<file path="config.mk">
export PLATFORM = sky130hd
export DESIGN_NAME = req_gnt_responder
export DESIGN_NICKNAME = d
export VERILOG_FILES = /design/src/rtl/req_gnt_responder_pkg.sv /design/src/rtl/req_gnt_responder_rr_arbiter.sv /design/src/rtl/req_gnt_responder.sv
export SDC_FILE = /design/constraint.sdc
export NUM_CORES = 1
export LEC_CHECK = 0
export CORE_UTILIZATION = 55
export CTS_CLUSTER_DIAMETER = 60
export CTS_CLUSTER_SIZE = 40
export DETAILED_ROUTE_END_ITERATION = 7
export GPL_ROUTABILITY_DRIVEN = 0
export HOLD_SLACK_MARGIN = 0.08
export PLACE_DENSITY = 0.81
export REMOVE_ABC_BUFFERS = 1
export SLEW_MARGIN = 25
export SYNTH_ARGS = -nofsm -noshare
export SYNTH_HDL_FRONTEND = slang
export SYNTH_HIERARCHICAL = 1
export SYNTH_SLANG_ARGS = --single-unit
</file>
<file path="constraint.sdc">
create_clock -name clk -period 4.1 [get_ports clk]
set_input_delay 0.615 -clock clk [delete_from_list [all_inputs] [get_ports clk]]
set_output_delay 0.615 -clock clk [all_outputs]
set_load 0.1 [all_outputs]
</file>
<file path="src/rtl/req_gnt_responder_pkg.sv">
// req_gnt_pkg: shared types and helpers for the req/gnt responder.
//   state_t         - responder FSM states
//   MAX_LAT_DEFAULT - default latency bound in cycles
//   lat_clamp()     - maps the raw 3-bit latency setting to an effective L
package req_gnt_pkg;

    typedef enum logic [1:0] {
        IDLE  = 2'd0,
        WAIT  = 2'd1,
        GRANT = 2'd2
    } state_t;

    localparam int MAX_LAT_DEFAULT = 5;

    // Effective latency: 0 behaves as 1, anything above max_lat is pulled
    // down to max_lat. Evaluated at the full 3-bit width of the setting.
    function automatic logic [2:0] lat_clamp(input logic [2:0] cfg,
                                             input logic [2:0] max_lat);
        logic [2:0] eff;
        if (cfg == 3'd0) begin
            eff = 3'd1;
        end else if (cfg > max_lat) begin
            eff = max_lat;
        end else begin
            eff = cfg;
        end
        return eff;
    endfunction

endpackage

</file>
<file path="src/rtl/req_gnt_responder_rr_arbiter.sv">
// rr_arbiter: combinational rotate-priority pick.
//   req   in  N_REQ  request vector
//   ptr   in  IW     highest-priority index for this pick
//   idx   out IW     first set request at or after ptr, wrapping
//   valid out 1      at least one request is set
module rr_arbiter
    import req_gnt_pkg::*;
#(
    parameter int N_REQ = 4,
    localparam int IW = $clog2(N_REQ)
) (
    input  logic [N_REQ-1:0] req,
    input  logic [IW-1:0]    ptr,
    output logic [IW-1:0]    idx,
    output logic             valid
);

    // cand[k] is the requester index examined at priority position k.
    logic [IW-1:0] cand [N_REQ];

    generate
        for (genvar gi = 0; gi < N_REQ; gi++) begin : g_cand
            logic [IW:0] sum;
            assign sum = {1'b0, ptr} + (IW+1)'(gi);
            // ptr < N_REQ, so a single subtraction is enough to wrap.
            assign cand[gi] = (sum >= (IW+1)'(N_REQ)) ?
                              IW'(sum - (IW+1)'(N_REQ)) : sum[IW-1:0];
        end
    endgenerate

    // Scan from lowest to highest priority so the last hit (position 0
    // side) wins.
    always_comb begin
        idx   = '0;
        valid = 1'b0;
        for (int k = N_REQ - 1; k >= 0; k--) begin
            if (req[cand[k]]) begin
                idx   = cand[k];
                valid = 1'b1;
            end
        end
    end

endmodule

</file>
<file path="src/rtl/req_gnt_responder.sv">
// req_gnt_responder: grant-side responder for a req/gnt handshake.
// Arbitrates round-robin, issues a one-cycle grant L cycles after the
// winner is picked, and flags requests left waiting beyond MAX_LAT.
//   clk      in  1      clock
//   rst_n    in  1      synchronous active-low reset
//   req      in  N_REQ  level requests
//   lat_cfg  in  3      grant latency setting (clamped to 1..MAX_LAT)
//   err_clr  in  1      clears lat_err (a same-edge new violation wins)
//   gnt      out N_REQ  one-hot, one-cycle grant
//   gnt_id   out IW     current or last winner
//   busy     out 1      high while a grant is pending or issued
//   lat_err  out N_REQ  sticky per-requester latency violation
module req_gnt_responder
    import req_gnt_pkg::*;
#(
    parameter int N_REQ   = 4,
    parameter int MAX_LAT = MAX_LAT_DEFAULT,
    localparam int IW = $clog2(N_REQ),
    localparam int CW = $clog2(MAX_LAT + 2)
) (
    input  logic             clk,
    input  logic             rst_n,
    input  logic [N_REQ-1:0] req,
    input  logic [2:0]       lat_cfg,
    input  logic             err_clr,
    output logic [N_REQ-1:0] gnt,
    output logic [IW-1:0]    gnt_id,
    output logic             busy,
    output logic [N_REQ-1:0] lat_err
);

    localparam logic [CW-1:0] AGE_LAST = CW'(MAX_LAT);
    localparam logic [CW-1:0] AGE_SAT  = CW'(MAX_LAT + 1);

    state_t           state_reg, state_next;
    logic [CW-1:0]    cnt_reg, cnt_next;
    logic [IW-1:0]    ptr_reg, ptr_next;
    logic [IW-1:0]    gnt_id_reg, gnt_id_next;

    logic [IW-1:0]    ptr_inc;
    logic [IW-1:0]    arb_ptr;
    logic [IW-1:0]    arb_idx;
    logic [N_REQ-1:0] arb_req;
    logic [N_REQ-1:0] gnt_mask;
    logic             arb_valid;
    logic             launch;
    logic [CW-1:0]    lat_eff;

    assign ptr_inc  = (gnt_id_reg == IW'(N_REQ - 1)) ? '0 : gnt_id_reg + IW'(1);
    assign gnt_mask = N_REQ'(1) << gnt_id_reg;
    assign lat_eff  = CW'(lat_clamp(lat_cfg, 3'(MAX_LAT)));

    // On the GRANT exit edge the arbiter already sees the advanced pointer
    // and the just-granted requester masked off, so back-to-back grants go
    // to a different requester.
    assign arb_ptr = (state_reg == GRANT) ? ptr_inc : ptr_reg;
    assign arb_req = (state_reg == GRANT) ? (req & ~gnt_mask) : req;
    assign launch  = arb_valid && ((state_reg == IDLE) || (state_reg == GRANT));

    rr_arbiter #(
        .N_REQ (N_REQ)
    ) u_arb (
        .req   (arb_req),
        .ptr   (arb_ptr),
        .idx   (arb_idx),
        .valid (arb_valid)
    );

    // State register
    always_ff @(posedge clk) begin
        if (!rst_n) begin
            state_reg  <= IDLE;
            cnt_reg    <= '0;
            ptr_reg    <= '0;
            gnt_id_reg <= '0;
        end else begin
            state_reg  <= state_next;
            cnt_reg    <= cnt_next;
            ptr_reg    <= ptr_next;
            gnt_id_reg <= gnt_id_next;
        end
    end

    // Next-state logic
    always_comb begin
        state_next  = state_reg;
        cnt_next    = cnt_reg;
        ptr_next    = ptr_reg;
        gnt_id_next = gnt_id_reg;

        case (state_reg)
            IDLE: begin
            end
            WAIT: begin
                cnt_next = cnt_reg - CW'(1);
                // Winner withdrew before its grant: abort, pointer untouched.
                if (cnt_reg == CW'(1)) begin
                    state_next = req[gnt_id_reg] ? GRANT : IDLE;
                end
            end
            GRANT: begin
                ptr_next   = ptr_inc;
                state_next = IDLE;
            end
            default: begin
                state_next = IDLE;
            end
        endcase

        if (launch) begin
            gnt_id_next = arb_idx;
            if (lat_eff == CW'(1)) begin
                state_next = GRANT;
                cnt_next   = '0;
            end else begin
                state_next = WAIT;
                cnt_next   = lat_eff - CW'(1);
            end
        end
    end

    // Outputs come from registered state only.
    always_comb begin
        gnt  = '0;
        busy = 1'b0;
        if (state_reg == GRANT) begin
            gnt = gnt_mask;
        end
        if (state_reg != IDLE) begin
            busy = 1'b1;
        end
    end

    assign gnt_id = gnt_id_reg;

    // Per-requester watchdog. The error fires on the edge the age counter
    // steps from MAX_LAT to its saturation value.
    generate
        for (genvar gi = 0; gi < N_REQ; gi++) begin : g_wd
            logic [CW-1:0] age_reg, age_next;
            logic          lat_err_reg;
            logic          waiting;
            logic          err_set;

            assign waiting = req[gi] & ~gnt[gi];
            assign err_set = waiting && (age_reg == AGE_LAST);

            always_comb begin
                age_next = '0;
                if (waiting) begin
                    age_next = (age_reg == AGE_SAT) ? age_reg : age_reg + CW'(1);
                end
            end

            always_ff @(posedge clk) begin
                if (!rst_n) begin
                    age_reg     <= '0;
                    lat_err_reg <= 1'b0;
                end else begin
                    age_reg <= age_next;
                    if (err_set) begin
                        lat_err_reg <= 1'b1;
                    end else if (err_clr) begin
                        lat_err_reg <= 1'b0;
                    end
                end
            end

            assign lat_err[gi] = lat_err_reg;
        end
    endgenerate

endmodule

</file>
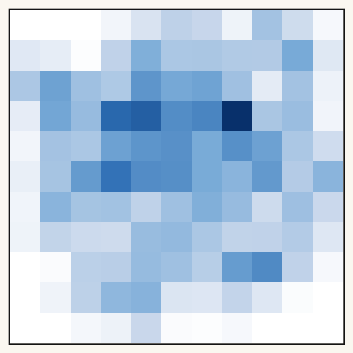
*Wiring heat map, run 1*
Scale: 6 px per um. The die is cut into 11 by 11 equal tiles; white is low, dark blue is high, scaled to the fullest tile. Values are wire area over tile area, all layers added.
- nearly empty tiles: 11%
- mean over tiles: 0.15
- densest ninth of the die: center
WL/cell: 12.0 um
DR vias: 1255
final WL: 2.85 mm
GRT Overall Usage: 20.6%

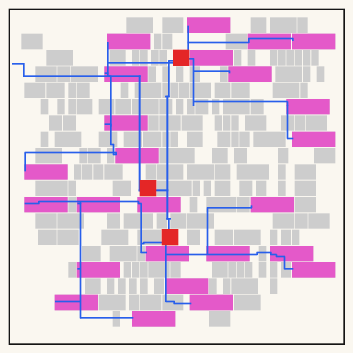
*Routed clock nets over the placement, run 1*
Scale: 6 px per um.
- flip-flops: magenta (count 25)
- cells driving clock nets: red (count 3)
- clock wires: blue (length 312 um)
- routed clock nets: 4
- flops lie: widely spread
Clock net power: 0.112 mW
Clock Latency Late Sink: 320 ps
Layout Skew: 7.40 ps

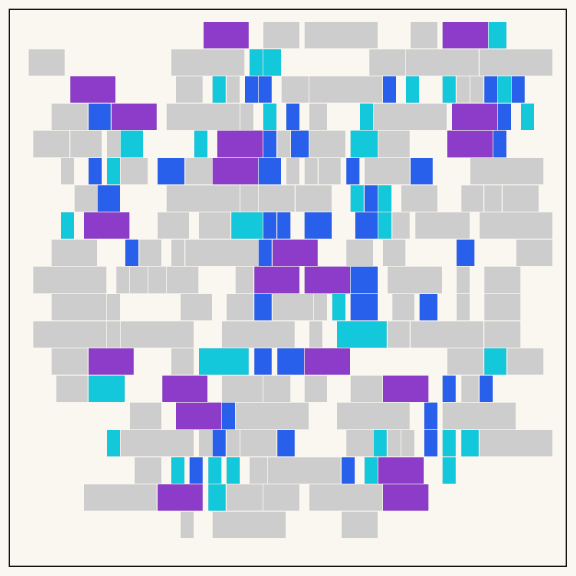
*Logic cells by family, run 1*
Scale: 10 px per um.
- NOR gates: cyan (cells 34; most used nor2_1; where widely spread)
- adder and majority cells: purple (cells 20; most used ha_1; where widely spread)
- NAND gates: blue (cells 40; most used nand2_1)
Finished Layout Cells: 237
logic share of the area: 52.9%
most frequent logic cell in the layout: dfxtp_1

==> run_results.csv, run 1 <==
group,metric,value,unit
worst_hold_path,worst_hold_path_type,"flip-flop to flip-flop",
synthesis,yosysWarnings,6,
synthesis,ys_sh_adder,15.9,%
synthesis,top_cell_area_share,31.7,%
cts,cts_inserted_buffers,3,
routing,ant_nets,0,
power,ir_worst_vdd,0.273,mV
global_routing,grt_pass1_wl,5.09,mm
run,drv_cap,0,
run_status,status,"finished clean",
global_routing,grt_antenna_before_repair,0,
synthesis,top_cells_by_count,"dfxtp_1 (25), nand2_1 (24), nor2_1 (23), inv_1 (21), ha_1 (20)",
critical_path,cp_max_fo,8,
synthesis,async_reset_ff_share,0,%
cells_and_area,largest_reg_flops,12,
cts,htreeDepth,1,
die,rows,19,
cells_and_area,comb_area,947,um^2
final_timing,rsz0062_at_grt,"false",
final_timing,setup_tns,0,ps
critical_path,cp_cell_sequence,"ha_1 -> nand3b_1 -> inv_1 -> clkdlybuf4s50_1",
cells_and_area,nets,237,
critical_path,cp-start-kind,"flip-flop",
synthesis,postSynthSeqShare,31.7,%
cells_and_area,drive_gt1_share,7.28,%
power,leakage,0.750,nW
global_routing,grt_pass1_vias,1215,
final_timing,slew_viol_final,0,
synthesis,ys_sh_aoi,10.2,%
critical_path,cp_top_family,"buffers and inverters",
critical_path,crit_path_top_delay_cell,"clkdlybuf4s50_1",
cells_and_area,fin_util,65.5,%
critical_path,cp.arrival,2360,ps
cells_and_area,diodes,0,
synthesis,syn_inst,189,
die,initial_core_util,57.7,%
power,cellPowerDensity,306,nW/um^2
final_timing,hold_viol,0,
cts,cts_sinks,25,
placement,placed_cell_area,1770,um^2
final_timing,maxSlewHeadroom,33.7,%
die,die-area,3090,um^2
routing,dr.pass1.iters,4,
cts,cts_resized,0,
routing,drt-initial-drc-count,37,
global_routing,grt-ovfl-total,0,
cells_and_area,ff_latch_area,500,um^2
synthesis,yosys-stat-area,1580,um^2
final_timing,min_period,2980,ps
synthesis,synthFlopType,"dfxtp_1",
synthesis,ys_types,34,
routing,drcViolationCount,0,
synthesis,ys_cells,189,
-- run 1: routing by layer --
layer,wire length [um],up-vias,track usage [%]
met5,0,-,0
met4,39,0,7.50
met3,122,5,3.75
met2,1410,24,37.2
met1,1280,579,24.1
li1,-,647,-
-- run 1: cell families (layout without fill, tap and decap cells) --
logic type / count (synthesis) / in the layout
buffers and inverters: 28 / 45
AND/OR/NAND/NOR: 82 / 82
adder cells (fa/ha/maj): 20 / 20
AND-OR/OR-AND: 22 / 22
multiplexers: 5 / 5
flip-flops: 25 / 25
XOR/XNOR: 7 / 7
-- run 1: layout by cell type, fill, tap and decap left out --
| cell | Yosys | final |
|---|---|---|
| dfxtp_1 | 25 | 25 |
| nand2_1 | 24 | 24 |
| nor2_1 | 23 | 23 |
| inv_1 | 21 | 21 |
| ha_1 | 20 | 20 |
| clkdlybuf4s50_1 | 0 | 20 |
| a211oi_1 | 7 | 7 |
| and2_1 | 6 | 6 |
| nand3_1 | 6 | 6 |
| xnor2_1 | 6 | 6 |
| nand3b_1 | 5 | 5 |
| nand2b_1 | 5 | 5 |
| a21oi_1 | 4 | 4 |
| nor3_1 | 4 | 4 |
| o21ai_1 | 4 | 4 |
| clkbuf_4 | 0 | 3 |
| nor2b_4 | 2 | 2 |
| mux2_4 | 2 | 2 |
| mux2_2 | 2 | 2 |
| a311oi_1 | 2 | 2 |
| nor2b_1 | 2 | 2 |
| a211oi_2 | 2 | 2 |
| xor2_1 | 1 | 1 |
| or2_2 | 1 | 1 |
| nor2b_2 | 1 | 1 |
| or2_1 | 1 | 1 |
| o21ai_0 | 1 | 1 |
| nor3_2 | 1 | 1 |
| a2111oi_2 | 1 | 1 |
| a31oi_1 | 1 | 1 |
| clkbuf_1 | 0 | 1 |
| mux2i_1 | 1 | 1 |
| nor3b_1 | 1 | 1 |
-- run 1: worst register-to-register path: cells and delay by family (launching register included) --
family / cells / cell delay [ps]
and+or+nand+nor: 6 / 800
adders and majority gates: 1 / 200
buffers and inverters: 1 / 110
AOI/OAI and AO/OA: 1 / 310
DFF: 1 / 500
-- run 1: through the flow --
stage / total power, mW / setup slack, ps / hold slack [ps] / cells
after floorplan: 0.400 / 1420 / 455 / 182
after global placement: 0.436 / 1540 / 436 / 233
after detailed placement: 0.443 / 1500 / 443 / 233
after CTS: 0.555 / 1120 / 462 / 237
after global routing: 0.583 / 1020 / 478 / 237
final: 0.549 / 1120 / 456 / 237
-- run 1: report_power, final --
part / switching [mW] / internal, mW / total (mW)
combinational: 0.0968 / 0.0645 / 0.161
sequential: 0.0189 / 0.257 / 0.276
clock: 0.0736 / 0.0381 / 0.112
total: 0.189 / 0.360 / 0.549
-- run 1: path summary, 6_finish.rpt --
path                  startpoint                  end  slack (ps)  cells past startpoint
min reg2reg  g_wd[3].lat_err_reg  g_wd[3].lat_err_reg         460                      2
min          g_wd[3].lat_err_reg  g_wd[3].lat_err_reg         460                      2
max reg2reg            gnt_id[0]           cnt_reg[1]        2070                      9
max                    gnt_id[0]               gnt[1]        1120                      4
-- run 1: layout make-up --
class	count	area share [%]
repair buffers	20	11.2
inverters	21	4.40
multi-input cells	136	52.9
well taps	31	2.16
clock buffers	4	1.47
flip-flops and latches	25	27.9
==> inputs of run 2 (changes only) <==
--- a/config.mk
+++ b/config.mk
@@ -5,13 +5,13 @@
 export SDC_FILE = /design/constraint.sdc
 export NUM_CORES = 1
 export LEC_CHECK = 0
-export CORE_UTILIZATION = 55
+export CORE_UTILIZATION = 54
 export CTS_CLUSTER_DIAMETER = 60
 export CTS_CLUSTER_SIZE = 40
 export DETAILED_ROUTE_END_ITERATION = 7
 export GPL_ROUTABILITY_DRIVEN = 0
 export HOLD_SLACK_MARGIN = 0.08
-export PLACE_DENSITY = 0.81
+export PLACE_DENSITY = 0.8
 export REMOVE_ABC_BUFFERS = 1
 export SLEW_MARGIN = 25
 export SYNTH_ARGS = -nofsm -noshare
==> constraint.sdc (replaced) <==
create_clock -name clk -period 3 [get_ports clk]
set_input_delay 0.45 -clock clk [delete_from_list [all_inputs] [get_ports clk]]
set_output_delay 0.45 -clock clk [all_outputs]
set_load 0.1 [all_outputs]
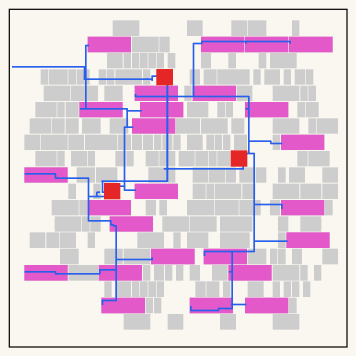
*Routed clock nets over the placement, run 2*
Scale: 6 px per um.
- flip-flops: magenta (count 25)
- cells driving clock nets: red (count 3)
- clock wires: blue (length 299 um)
- routed clock nets: 4
Clock net power: 0.156 mW
Clock Latency Late Sink: 330 ps

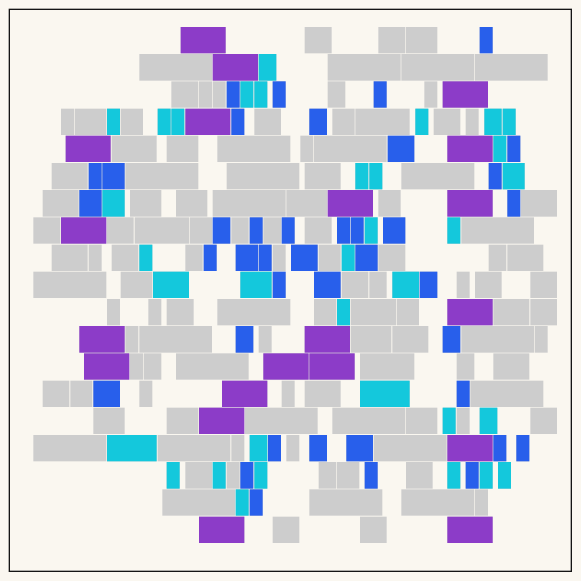
*Logic cells by family, run 2*
Scale: 10 px per um.
- NOR gates: cyan (cells 34; most used nor2_1; where widely spread)
- NAND gates: blue (cells 40; most used nand2_1)
- adder and majority cells: purple (cells 20; most used ha_1; where widely spread)
logic share of the area: 53.7%

==> run 2 against run 1 <==
Worst setup slack got worse by 220 ps. Register-to-register slack worse by 1200 ps. Sequential share of layout area up 0.44 points. Largest power group unchanged. Power up 38%.
==> run_results.csv, run 2 <==
group,metric,value,unit
global_routing,use_met3,4.42,%
cts,cts_buffer_depth,2,
synthesis,ys_seq_elements,25,
power,leakage,0.771,nW
critical_path,cp_top_family,"simple AND/OR/NAND/NOR gates",
cells_and_area,mostFrequentLayoutCells,"dfxtp_1 (25), nand2_1 (24), nor2_1 (23), inv_1 (21), ha_1 (20)",
global_routing,grt_pass1_wl,5.24,mm
synthesis,ys_cells,189,
synthesis,top_cells_by_count,"dfxtp_1 (25), nand2_1 (24), nor2_1 (23), inv_1 (21), ha_1 (20)",
critical_path,rr_startpoint,"gnt_id[0]",
final_timing,fin_skew,4.09,ps
global_routing,busiest_layer,"met2",
final_timing,setup_tns,0,ps
die,initial_core_util,57.2,%
power,power,0.757,mW
critical_path,r2r_setup_slack,900,ps
final_timing,slew_viol_final,0,
critical_path,cp_cell_sequence,"inv_1 -> ha_1 -> nand3b_1 -> and2_1 -> nor2_1 -> nand2_1 -> nor2b_2 -> nor3_2 -> a2111oi_2",
critical_path,cp_max_fo,8,
final_timing,tightestPinTransition,463,ps
critical_path,cp-start-kind,"flip-flop",
routing,via_count,1264,
die,die-area,3140,um^2
final_timing,min_period,2100,ps
worst_hold_path,hold_path_depth,2,
cells_and_area,diodes,0,
power,ir_worst_vdd,0.302,mV
cts,post_cts_buffers,0,
run,drv_cap,0,
synthesis,area_leaders,"dfxtp_1 (32%), ha_1 (16%), nand2_1 (5.7%)",
synthesis,syn_area,1580,um^2
power,cellPowerDensity,429,nW/um^2
final_timing,hold_viol,0,
global_routing,grt-ovfl-total,0,
cells_and_area,lay_top_count,"dfxtp_1",
critical_path,crit_path_top_delay_cell,"dfxtp_1",
worst_hold_path,worst_hold_path_type,"flip-flop to flip-flop",
cells_and_area,nets,237,
critical_path,r2r_cells,9,
cts,cts_sinks,25,
cts,cts_inserted_buffers,3,
cts,htreeDepth,1,
global_routing,grt_pass1_vias,1256,
placement,dp_slack,892,ps
final_timing,setup_slack,898,ps
cells_and_area,comb_area,947,um^2
critical_path,cp.arrival,2330,ps
critical_path,reg2reg_to,"cnt_reg[1]",
synthesis,syn_area_per_cell,8.35,um^2
worst_hold_path,hold_path_end,"g_wd[2].lat_err_reg",
worst_hold_path,worstHoldStart,"g_wd[2].lat_err_reg",
global_routing,use_met1,22.0,%
cells_and_area,fin_util,64.0,%
synthesis,syn_inst,189,
run_status,status,"finished clean",
cells_and_area,largest_reg_flops,12,
synthesis,ys_types,34,
synthesis,postSynthSeqShare,31.7,%
routing,drcViolationCount,0,
synthesis,async_reset_ff_share,0,%
synthesis,yosysWarnings,6,
synthesis,synthFlopType,"dfxtp_1",
synthesis,top_cell_area_share,31.7,%
routing,ant_nets,0,
global_routing,grt_use_total,20.9,%
cells_and_area,ff_latch_area,500,um^2
routing,wl_per_cell,12.8,um
cells_and_area,drive_gt1_share,12.6,%
global_routing,grt_use_met2,42.0,%
routing,drt-initial-drc-count,40,
routing,dr.pass1.iters,4,
routing,vias_per_cell,5.33,
cts,cts_resized,0,
final_timing,maxSlewHeadroom,69.1,%
routing,wirelength,3.03,mm
global_routing,grt_antenna_before_repair,0,
die,rows,19,
final_timing,rsz0062_at_grt,"false",
synthesis,yosys-stat-area,1580,um^2
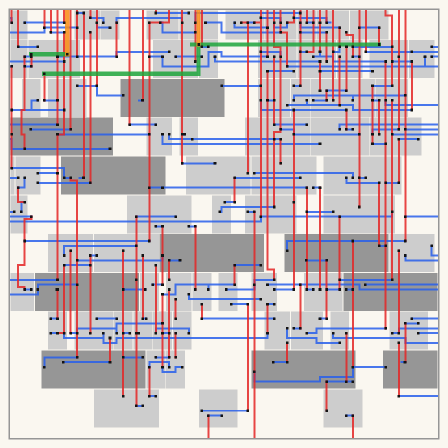
*A small window of the routed layout, run 2*
Window x 13 to 43, y 2 to 32 um. Cells in gray, sequential cells in the stronger gray; small squares are vias.
- met3: green
- met2: red
- met4: orange
- met1: blue
- most frequent: dfxtp_1 (10)
- netlist names of flops here include: g_wd.age_reg (5), state_reg (2)
- sequential cells in the window: 10
- cells with their middle in the window: 73

[run 2: where the power goes]
group          total, mW  switching, mW  internal [mW]
Clock              0.156          0.104         0.0522
Combinational      0.221          0.135         0.0862
Sequential         0.380         0.0288          0.351
Total              0.757          0.267          0.490
[run 2: logic make-up (layout without fill, tap and decap cells)]
family / after synthesis / after routing / synth area share, %
muxes: 5 / 5 / 3.97
xor gates and xnor gates: 7 / 7 / 3.89
buffers and inverters: 28 / 45 / 8.25
AOI/OAI and AO/OA: 22 / 22 / 10.2
DFF: 25 / 25 / 31.7
adders and majority gates: 20 / 20 / 15.9
and+or+nand+nor: 82 / 82 / 26.1
[run 2: routing by layer]
layer	part of all wire [%]	routed length, um
met5	0	0
met3	3.9	118
met4	0.69	21
met2	53	1610
met1	42	1280
[run 2: worst max path at each step]
stage               cells after the start  slack [ps]      endpoint       from
finish                                  9         900    cnt_reg[1]  gnt_id[0]
global route                            9         730  state_reg[1]  gnt_id[0]
CTS                                     9         900  state_reg[1]  gnt_id[0]
detailed placement                      7         890  state_reg[1]     req[3]
global placement                        7        1030    cnt_reg[1]     req[3]
floorplan                               3         480        gnt[3]  gnt_id[0]
[run 2: worst min-delay path: stages (launching register included)]
cell and delay [ps]:
dfxtp_1 340, nand2_1 50, o21ai_1 50
[run 2: layout make-up]
cell class | instances | area share (%)
repair buffers | 20 | 9.79
clock buffers | 4 | 1.49
well taps | 31 | 2.20
inverters | 21 | 4.47
flip-flops and latches | 25 | 28.4
multi-input cells | 136 | 53.7
[run 2: per-stage QoR]
| step | hold WS [ps] | instance area, um^2 | instances |
|---|---|---|---|
| after global placement | 434 | 1740 | 233 |
| after global routing | 490 | 1760 | 237 |
| final | 457 | 1760 | 237 |
| after detailed placement | 443 | 1740 | 233 |
| after CTS | 461 | 1760 | 237 |
| after floorplan | 455 | 1530 | 182 |
Power is estimated from default activity; no workload was simulated.
